==> config.mk <==
export PLATFORM = sky130hd
export DESIGN_NAME = multicycle_controller
export DESIGN_NICKNAME = d
export VERILOG_FILES = /design/src/rtl/multicycle_controller.sv
export SDC_FILE = /design/constraint.sdc
export NUM_CORES = 1
export LEC_CHECK = 0
export ABC_AREA = 1
export CAP_MARGIN = 20
export CORE_MARGIN = 5
export CORE_UTILIZATION = 46
export DETAILED_ROUTE_END_ITERATION = 10
export PLACE_DENSITY = 0.8
export SLEW_MARGIN = 5
export SYNTH_ARGS = -nofsm -noshare
export SYNTH_HDL_FRONTEND = slang
export SYNTH_SLANG_ARGS = --single-unit
export TNS_END_PERCENT = 20
==> constraint.sdc <==
create_clock -name clk -period 2 [get_ports clk]
set_input_delay 0.3 -clock clk [delete_from_list [all_inputs] [get_ports clk]]
set_output_delay 0.3 -clock clk [all_outputs]
set_load 0.02 [all_outputs]
Fig. 1: run 1, cell classes on the final placement
Bar = 20 um. Fill, decap, tap and diode cells in gray.
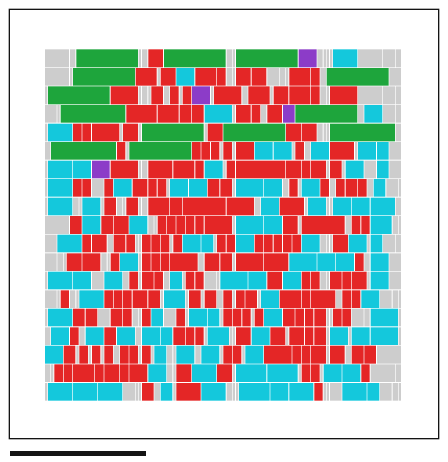
sequential cells -> green  # cells 13
remaining buffers and delay cells -> cyan  # cells 96
clock drivers and dummy loads -> purple  # cells 4
combinational and other logic -> red  # cells 196
Finished Cell Area: 0.00225 mm2
core box area: 0.00271 mm2
final core occ: 83.1%

Fig. 2: run 1, routed metal per tile
13 x 13 tiles, from black (low) to pale yellow (high), scaled to the fullest tile. Values are wire area over tile area, all layers added.
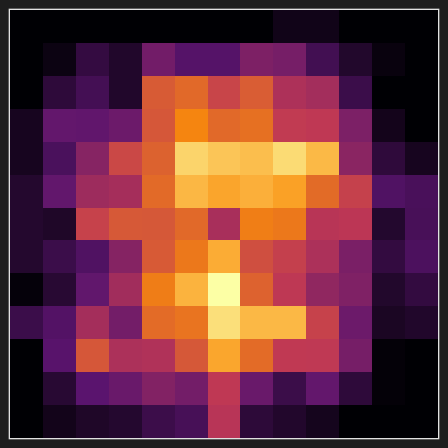
densest ninth of the die = middle
nearly empty tiles = 17%
mean over tiles = 0.20
tiles over half the peak = 31%
emptiest ninth of the die = top left
fullest tile = 0.59
routed via count: 1776
GRT Overall Usage: 20.6%
final wirelength: 4710 um

Fig. 3: run 1, cell placement
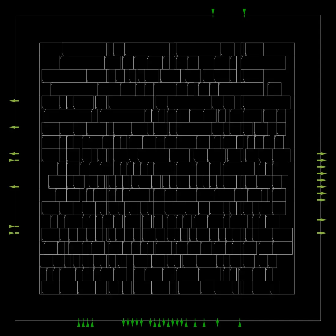
sequential share of cell area: 14.6%
flop count: 13
tap cells: 31
Cell Count, Final, Fillers Out: 340
num rows: 19

Fig. 4: run 1, M1 wires
Supply wires on this layer in gray.
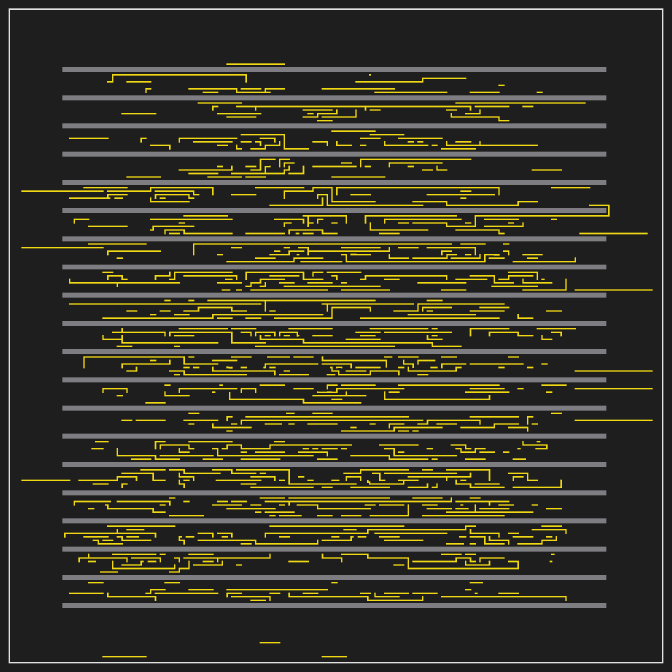
share of all routed wire = 42%
main direction = horizontal
longest straight run = 24.8 um
nets with wire on the layer = 303
GR Util met1: 26.2%

==> run summary, run 1 <==
Internal: 1.18 mW
Final hold slack: 0.376 ns
Main power group: combinational logic
PnR worst setup slack: -0.0617 ns
Run status: finished, violations left
Max-area cell share: 25.3%
Most frequent cell after synthesis: nor2_1
Placed Cells: 329
Via density: 5.22
Final setup vio count: 6
P_leak: 1.24 nW
Nets: 327
Seq share, synth: 25.3%
Top_reg_cell synth: dfrtp_1
Clk latency late pin: 0.29 ns
Mapped Area: 0.00128 mm2
Worst path top cell family by delay: simple AND/OR/NAND/NOR gates
Failing checks: setup timing
CTS tree: done
CP Launch Type: register
Final HPWL DP: 3410 um
Yosys reg bits: 13
==> run 1: placed cells by master, fill, tap and decap left out, drive strengths merged, types with 2 or more instances in the layout <==
master,netlist,final
inv,35,35
nand3,24,24
nand2,47,47
dlymetal6s2s,0,3
xor2,5,5
nand4,6,6
dlygate4sd2,0,3
nor2,52,52
a21oi,7,7
clkbuf,0,9
dfrtp,13,13
xnor2,2,2
nor3,4,4
nand3b,2,2
buf,2,65
clkdlybuf4s50,0,17
clkdlybuf4s15,0,2
o21ai,5,5
==> run 1: layer usage <==
layer,global-route usage (%),routed length (um)
met5,0,0
met4,5.84,172
met3,4.68,269
met2,34.6,2260
met1,26.2,2000
==> run 1: cell families after synthesis <==
family / Yosys count
fa+ha+maj: 1
flops: 13
mux: 1
buf+inv: 37
xor+xnor: 7
simple gates: 136
compound gates: 16
--- run 2 (diff from run 1) ---
CTS_CLUSTER_SIZE = 14   (was unset)
==> run 2 against run 1 <==
  * The flow still finishes with violations (setup timing)
  * Wire length unchanged
  * Largest cell class unchanged
  * Utilization unchanged
  * Sequential power about the same
  * Die size unchanged
  * Design area unchanged
  * Worst setup slack unchanged
==> run summary, run 2 <==
Final hold slack: 0.376 ns
Sequential share of cell area: 14.6%
Final HPWL DP: 3410 um
Metal-1 WL: 2000 um
Routed via count: 1776
DR top layer: met4
Core box area: 0.00271 mm2
Grt met2 use: 34.6%
Run status: finished, violations left
Final wirelength: 4710 um
Via density: 5.22
CP Launch Type: register
Num rows: 19
GRT Overall Usage: 20.6%
Nets: 327
Worst path top cell family by delay: simple AND/OR/NAND/NOR gates
GR Util met1: 26.2%
Failing checks: setup timing
Met2 wire len: 2260 um
Final core occ: 83.1%
Seq share, synth: 25.3%
Met3 GRT Util: 4.68%
Max-area cell share: 25.3%
Most frequent cell after synthesis: nor2_1
Mapped Area: 0.00128 mm2
Clk latency late pin: 0.29 ns
Finished Cell Area: 0.00225 mm2
CTS tree: done
Final setup vio count: 6
P_leak: 1.24 nW
Flop count: 13
Yosys reg bits: 13
PnR worst setup slack: -0.0617 ns
## run 2: power by group
part / switching (mW) / total [mW] / leakage [nW] / internal [mW]
clock network: 0.0961 / 0.171 / 0.0177 / 0.0745
logic: 1.02 / 1.82 / 1.05 / 0.802
registers: 0.0514 / 0.355 / 0.169 / 0.303
total: 1.17 / 2.35 / 1.24 / 1.18
## run 2: logic make-up (layout without fill, tap and decap cells)
logic type	after synthesis	after routing	share of synthesized area, %
flip-flops	13	13	25.3
AND-OR/OR-AND	16	16	7.40
buffers and inverters	37	135	11.7
multiplexers	1	1	0.779
AND/OR/NAND/NOR	136	136	49.1
adder cells (fa/ha/maj)	1	1	0.974
XOR/XNOR	7	7	4.77
Fig. 5: run 2, routed metal per tile
13 x 13 tiles, from black (low) to pale yellow (high), scaled to the fullest tile. Values are wire area over tile area, all layers added.
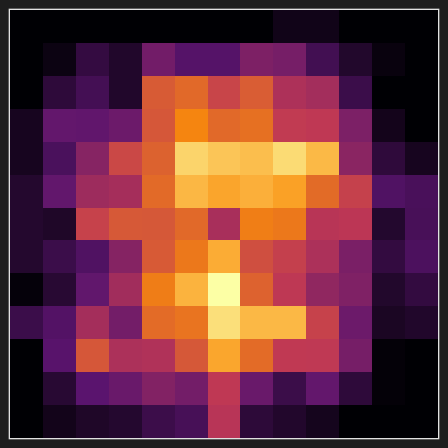
mean over tiles = 0.20
emptiest ninth of the die = top left
fullest tile = 0.59
densest ninth of the die = middle
tiles over half the peak = 31%
post-DR wirelength/cell: 13.8 um

Power figures rest on the tool's default switching activity, not on a simulated workload.
